**config.mk**
```make
export PLATFORM = sky130hd
export DESIGN_NAME = fb_write_arbiter
export DESIGN_NICKNAME = d
export VERILOG_FILES = /design/src/rtl/fb_write_arbiter.sv
export SDC_FILE = /design/constraint.sdc
export NUM_CORES = 1
export LEC_CHECK = 0
export CORE_MARGIN = 2
export CORE_UTILIZATION = 34
export CTS_CLUSTER_DIAMETER = 40
export DETAILED_ROUTE_END_ITERATION = 6
export MAX_ROUTING_LAYER = met4
export PLACE_DENSITY_LB_ADDON = 0.25
export SYNTH_ARGS = -nofsm -noshare
export SYNTH_HDL_FRONTEND = slang
export SYNTH_SLANG_ARGS = --single-unit
```
**constraint.sdc**
```tcl
create_clock -name clock -period 1.6 [get_ports clock]
set_input_delay 0.32 -clock clock [delete_from_list [all_inputs] [get_ports clock]]
set_output_delay 0.32 -clock clock [all_outputs]
set_load 0.03 [all_outputs]
```
**src/rtl/fb_write_arbiter.sv**
```systemverilog
// Round-robin arbiter for the frame-buffer write port, with an optional full-frame clear
// sequencer that is compiled in when FB_ARB_CLEAR_EN is defined.
module fb_write_arbiter #(
   parameter int unsigned FB_W = 160,
   parameter int unsigned FB_H = 120
) (
   input  logic       clock,
   input  logic       not_reset,
   input  logic       req0_valid,
   output logic       req0_ready,
   input  logic [7:0] req0_x,
   input  logic [7:0] req0_y,
   input  logic [8:0] req0_rgb,
   input  logic       req1_valid,
   output logic       req1_ready,
   input  logic [7:0] req1_x,
   input  logic [7:0] req1_y,
   input  logic [8:0] req1_rgb,
   input  logic       clear_start,
   input  logic [8:0] clear_rgb,
   output logic       clear_busy,
   output logic [7:0] oX,
   output logic [7:0] oY,
   output logic [2:0] oR,
   output logic [2:0] oG,
   output logic [2:0] oB,
   output logic       oWE
);

   logic       r_last_grant;
   logic       r_we;
   logic [7:0] r_x;
   logic [7:0] r_y;
   logic [8:0] r_rgb;

   logic       w_grant;
   logic       w_arb_open;
   logic       w_xfer;
   logic       w_last_grant_d;
   logic       w_we_d;
   logic [7:0] w_x_d;
   logic [7:0] w_y_d;
   logic [8:0] w_rgb_d;

`ifdef FB_ARB_CLEAR_EN
   localparam logic [7:0] XLast = 8'(FB_W - 1);
   localparam logic [7:0] YLast = 8'(FB_H - 1);

   typedef enum logic [0:0] {StArb, StClear} state_t;

   state_t     r_state;
   state_t     w_state_d;
   logic [7:0] r_cx;
   logic [7:0] r_cy;
   logic [8:0] r_crgb;
   logic       r_busy;
   logic [7:0] w_cx_d;
   logic [7:0] w_cy_d;
   logic [8:0] w_crgb_d;
   logic       w_busy_d;
   logic       w_clear_go;
   logic [7:0] w_pos_x;
   logic [7:0] w_pos_y;

   assign w_clear_go = (r_state == StClear) | clear_start;
   assign w_arb_open = not_reset & (r_state == StArb) & ~clear_start;
   // The first clear write (0,0) is issued in the start cycle itself.
   assign w_pos_x    = (r_state == StClear) ? r_cx : 8'd0;
   assign w_pos_y    = (r_state == StClear) ? r_cy : 8'd0;
   assign clear_busy = r_busy;
`else
   logic w_unused_clear;

   assign w_unused_clear = ^{clear_start, clear_rgb};
   assign w_arb_open     = not_reset;
   assign clear_busy     = 1'b0;
`endif

   // Under contention the requester not granted most recently wins.
   always_comb begin
      w_grant = 1'b0;
      if (req0_valid & req1_valid) begin
         w_grant = ~r_last_grant;
      end else if (req1_valid) begin
         w_grant = 1'b1;
      end
   end

   assign req0_ready = w_arb_open & req0_valid & ~w_grant;
   assign req1_ready = w_arb_open & req1_valid & w_grant;
   assign w_xfer     = req0_ready | req1_ready;

   always_comb begin
      w_last_grant_d = r_last_grant;
      w_we_d         = 1'b0;
      w_x_d          = r_x;
      w_y_d          = r_y;
      w_rgb_d        = r_rgb;
      if (w_xfer) begin
         w_last_grant_d = w_grant;
         w_we_d         = 1'b1;
         w_x_d          = w_grant ? req1_x   : req0_x;
         w_y_d          = w_grant ? req1_y   : req0_y;
         w_rgb_d        = w_grant ? req1_rgb : req0_rgb;
      end
`ifdef FB_ARB_CLEAR_EN
      w_state_d = r_state;
      w_cx_d    = r_cx;
      w_cy_d    = r_cy;
      w_crgb_d  = r_crgb;
      w_busy_d  = 1'b0;
      if (w_clear_go) begin
         if (r_state == StArb) begin
            w_crgb_d = clear_rgb;
         end
         w_we_d    = 1'b1;
         w_busy_d  = 1'b1;
         w_x_d     = w_pos_x;
         w_y_d     = w_pos_y;
         w_rgb_d   = w_crgb_d;
         w_state_d = StClear;
         if (w_pos_x == XLast) begin
            w_cx_d = 8'd0;
            if (w_pos_y == YLast) begin
               w_cy_d    = 8'd0;
               w_state_d = StArb;
            end else begin
               w_cy_d = w_pos_y + 8'd1;
            end
         end else begin
            w_cx_d = w_pos_x + 8'd1;
            w_cy_d = w_pos_y;
         end
      end
`endif
   end

   always_ff @(posedge clock or negedge not_reset) begin
      if (!not_reset) begin
         r_last_grant <= 1'b1;
         r_we         <= 1'b0;
         r_x          <= 8'd0;
         r_y          <= 8'd0;
         r_rgb        <= 9'd0;
      end else begin
         r_last_grant <= w_last_grant_d;
         r_we         <= w_we_d;
         r_x          <= w_x_d;
         r_y          <= w_y_d;
         r_rgb        <= w_rgb_d;
      end
   end

`ifdef FB_ARB_CLEAR_EN
   always_ff @(posedge clock or negedge not_reset) begin
      if (!not_reset) begin
         r_state <= StArb;
         r_cx    <= 8'd0;
         r_cy    <= 8'd0;
         r_crgb  <= 9'd0;
         r_busy  <= 1'b0;
      end else begin
         r_state <= w_state_d;
         r_cx    <= w_cx_d;
         r_cy    <= w_cy_d;
         r_crgb  <= w_crgb_d;
         r_busy  <= w_busy_d;
      end
   end
`endif

   assign oX  = r_x;
   assign oY  = r_y;
   assign oR  = r_rgb[8:6];
   assign oG  = r_rgb[5:3];
   assign oB  = r_rgb[2:0];
   assign oWE = r_we;

endmodule

```
Fig. 1: routed clock nets over the placement
Drawn at 8 px/µm.
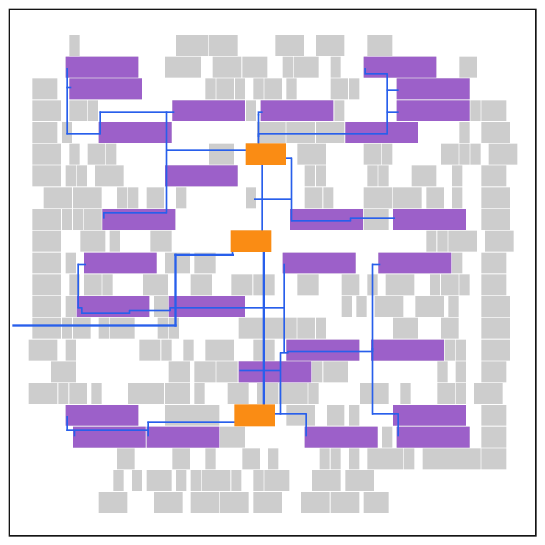
[purple] flip-flops | count: 27
[blue] clock wires | length: 329 µm
[orange] clock drivers | count: 3
flops lie	widely spread
routed clock nets	4
clock network power consumption: 0.383 mW
portion of total power attributed to the clock network: 0.194

Fig. 2: the clock network
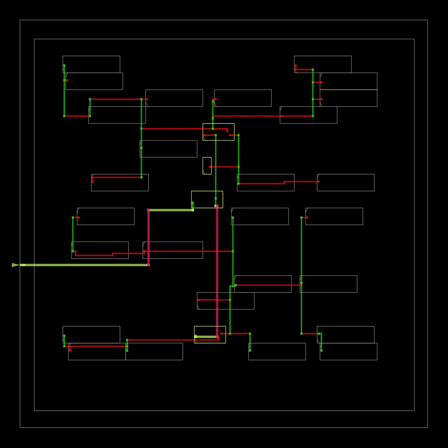
clock skew: 3.71 ps
total number of sequential cells: 27
clk ins delay skew pair: 270 ps

==> impl_metrics.py <==
# Physical implementation metrics
metrics = {
    "power_and_ir_drop": {
        "powerSeq_mw": 0.840,
        "cellPowerDensity_nw_per_um2": 898,
        "dominant_power_group": "registers",
        "p_comb_frac": 0.381,
        "total_power_mw": 1.97,
        "seqPwrFrac": 0.425,
    },
    "yosys": {
        "syn_inst": 149,
        "floorplan.nets": 213,
        "yosys-top-cells-area": "sky130_fd_sc_hd__dfrtp_1 (50%), sky130_fd_sc_hd__nand2_1 (15%), sky130_fd_sc_hd__a31oi_1 (12%), sky130_fd_sc_hd__nor2_1 (7.6%), sky130_fd_sc_hd__buf_6 (4.4%)",
        "yosys.stat.chipArea_um2": 1290,
        "post_synth_simple_gate_area": 0.234,
        "ys.flop_type": "sky130_fd_sc_hd__dfrtp_1",
        "top_cell_area_share": 0.504,
        "post_synth_ao_oa_area_fraction": 0.158,
        "postSynthRegisterBits": 27,
        "enable_flop_cells": 0,
        "yosys-mux-area-fraction": 0,
        "yosys_warnings": 0,
        "post-synth-top-area-cell": "sky130_fd_sc_hd__dfrtp_1",
        "async_s_r_ff_share_synth": 1.00,
        "synthesis.area_per_instance_um2": 8.67,
        "top_logic_kind": "simple AND/OR/NAND/NOR gates",
        "post_synth_instance_area_um2": 1290,
        "synth.yosys.num_cells": 149,
        "post_synth_xor_xnor_area": 0,
    },
    "worst_setup_path": {
        "critPathKind": "flop to primary output",
        "critical_path.slowest_cell": "sky130_fd_sc_hd__dfstp_2",
        "setup.worst_path.start": "r_last_grant",
        "critPathArrivalTime_ps": 1200,
        "worst_setup_path_end_kind": "primary output",
        "cp.required_ps": 1280,
        "worst_setup_path_start_kind": "flop",
        "cpPeakStageDelay_ps": 580,
        "worstSetupPathDepth": 3,
        "cp_top_family": "flip-flops",
        "terminus_of_the_critical_flop_to_flop_path": "oX[3]",
        "crit_end": "req1_ready",
        "cp_cell_sequence": "a21boi_4 > and2_4 > buf_6",
        "timing.rr.start": "r_last_grant",
        "critical_path.n_buffers_inverters": 1,
        "critical_path.max_fanout": 4,
        "r2r_setup_slack_ps": 320,
    },
    "floorplan": {
        "die_w_um": 65.6,
        "die_height_um": 65.6,
        "core.rowCount": 22,
        "floorplanUtilization": 0.353,
        "chipArea_um2": 4310,
        "num_tap_cells": 48,
        "core_footprint_um2": 3660,
    },
    "clock_tree": {
        "cts_setup_buffers": 0,
        "clock_tree_from_tritoncts": "yes",
        "cts_repair_resize_count": 29,
        "cts.htree.levels": 1,
        "cts_root_buf": "sky130_fd_sc_hd__clkbuf_8",
        "numCtsBuffers": 3,
        "clock_buffer_depth": 2,
        "clkTransAtPathRegs_ps": 90,
        "cts_hold_repair.buffers": 0,
    },
    "cells_and_area": {
        "non_clock_buffer_count": 94,
        "seqAreaFraction": 0.308,
        "layout.cells.largest_class": "non-clock buffers",
        "clock_cell_area_share": 0.0205,
        "most-common-layout-cells": "sky130_fd_sc_hd__nand2_1 (53), sky130_fd_sc_hd__clkdlybuf4s50_1 (50), sky130_fd_sc_hd__dlygate4sd2_1 (27), sky130_fd_sc_hd__nor2_1 (26), sky130_fd_sc_hd__dfrtp_1 (26)",
        "fill_cells": 358,
        "final_core_util": 0.600,
        "final-nonclk-buf-share": 0.411,
        "invs_w_o_clock": 0,
        "post_route_cells_drive_above_1_share": 0.0936,
        "mi_logic_area_um2": 513,
        "areaGrowthSynthToFinish_pct": 70.3,
        "max_flop_register": "r_rgb",
        "comb_cells": 110,
        "largest_register_ffs": 9,
        "fin_area_um2": 2200,
        "layout.nets": 300,
    },
    "detailed_routing": {
        "wl_per_cell_um": 11.9,
        "postRouteWirelength_mm": 3.36,
        "routed-wl-met2_mm": 1.49,
        "detail_route.iter0.violations": 75,
        "dr_vias": 1282,
        "met3RoutedLength_um": 232,
        "via_per_inst": 4.53,
        "drc": 0,
        "maxUsedRoutingLayer": "met4",
    },
    "grt": {
        "globalRouteMet2Util": 0.285,
        "grt_most_used_layer": "met2",
        "grt_pass1_wl_mm": 5.71,
        "globalRouteMet1Util": 0.224,
        "grt_pass1_vias": 1283,
        "met3_resource_use_gr": 0.0291,
        "grt_util_all_layers": 0.174,
        "maximum_number_of_pins_on_one_net_before_global_route_repair": 22,
    },
    "final_timing": {
        "final_report_max_slew_violation_count": 0,
        "count_of_final_hold_check_violations": 0,
        "min_clock_period_post_route_ps": 1520,
        "fin_hold_ws_ps": 83.3,
        "finalSetupTns_ps": 0,
        "timing.fmax_mhz": 659,
        "setup_slack_after_layout_ps": 81.6,
        "unrepaired_setup_endpoints_after_global_routing": "no",
        "finalClockPeriodUsage": 0.949,
    },
    "place": {
        "routabilityCongestion": 0.682,
        "placed_cells": 278,
        "detailed_place.area_um2": 2170,
        "port_buffers": 81,
        "detailed_place_hpwl_mm": 2.58,
        "pre_cts_ws_ps": -98.7,
    },
    "outcome": {
        "run_status": "finished clean",
    },
    "run": {
        "maxCapViolations": 0,
        "warnings": 37,
    },
}
Fig. 3: gate-type map
Drawn at 6 px/µm.
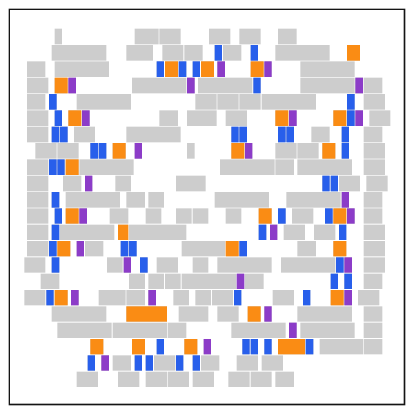
colour	family	cells	most used	where
blue	nand cells	53	nand2_1	widely spread
orange	aoi and oai cells	27	a31oi_1	widely spread
purple	nor cells	26	nor2_1	widely spread
Comb area share: 0.233
most frequent logic cell in the layout: sky130_fd_sc_hd__nand2_1
Post-Layout Cell Count: 283

Power and IR drop assume default switching activity.
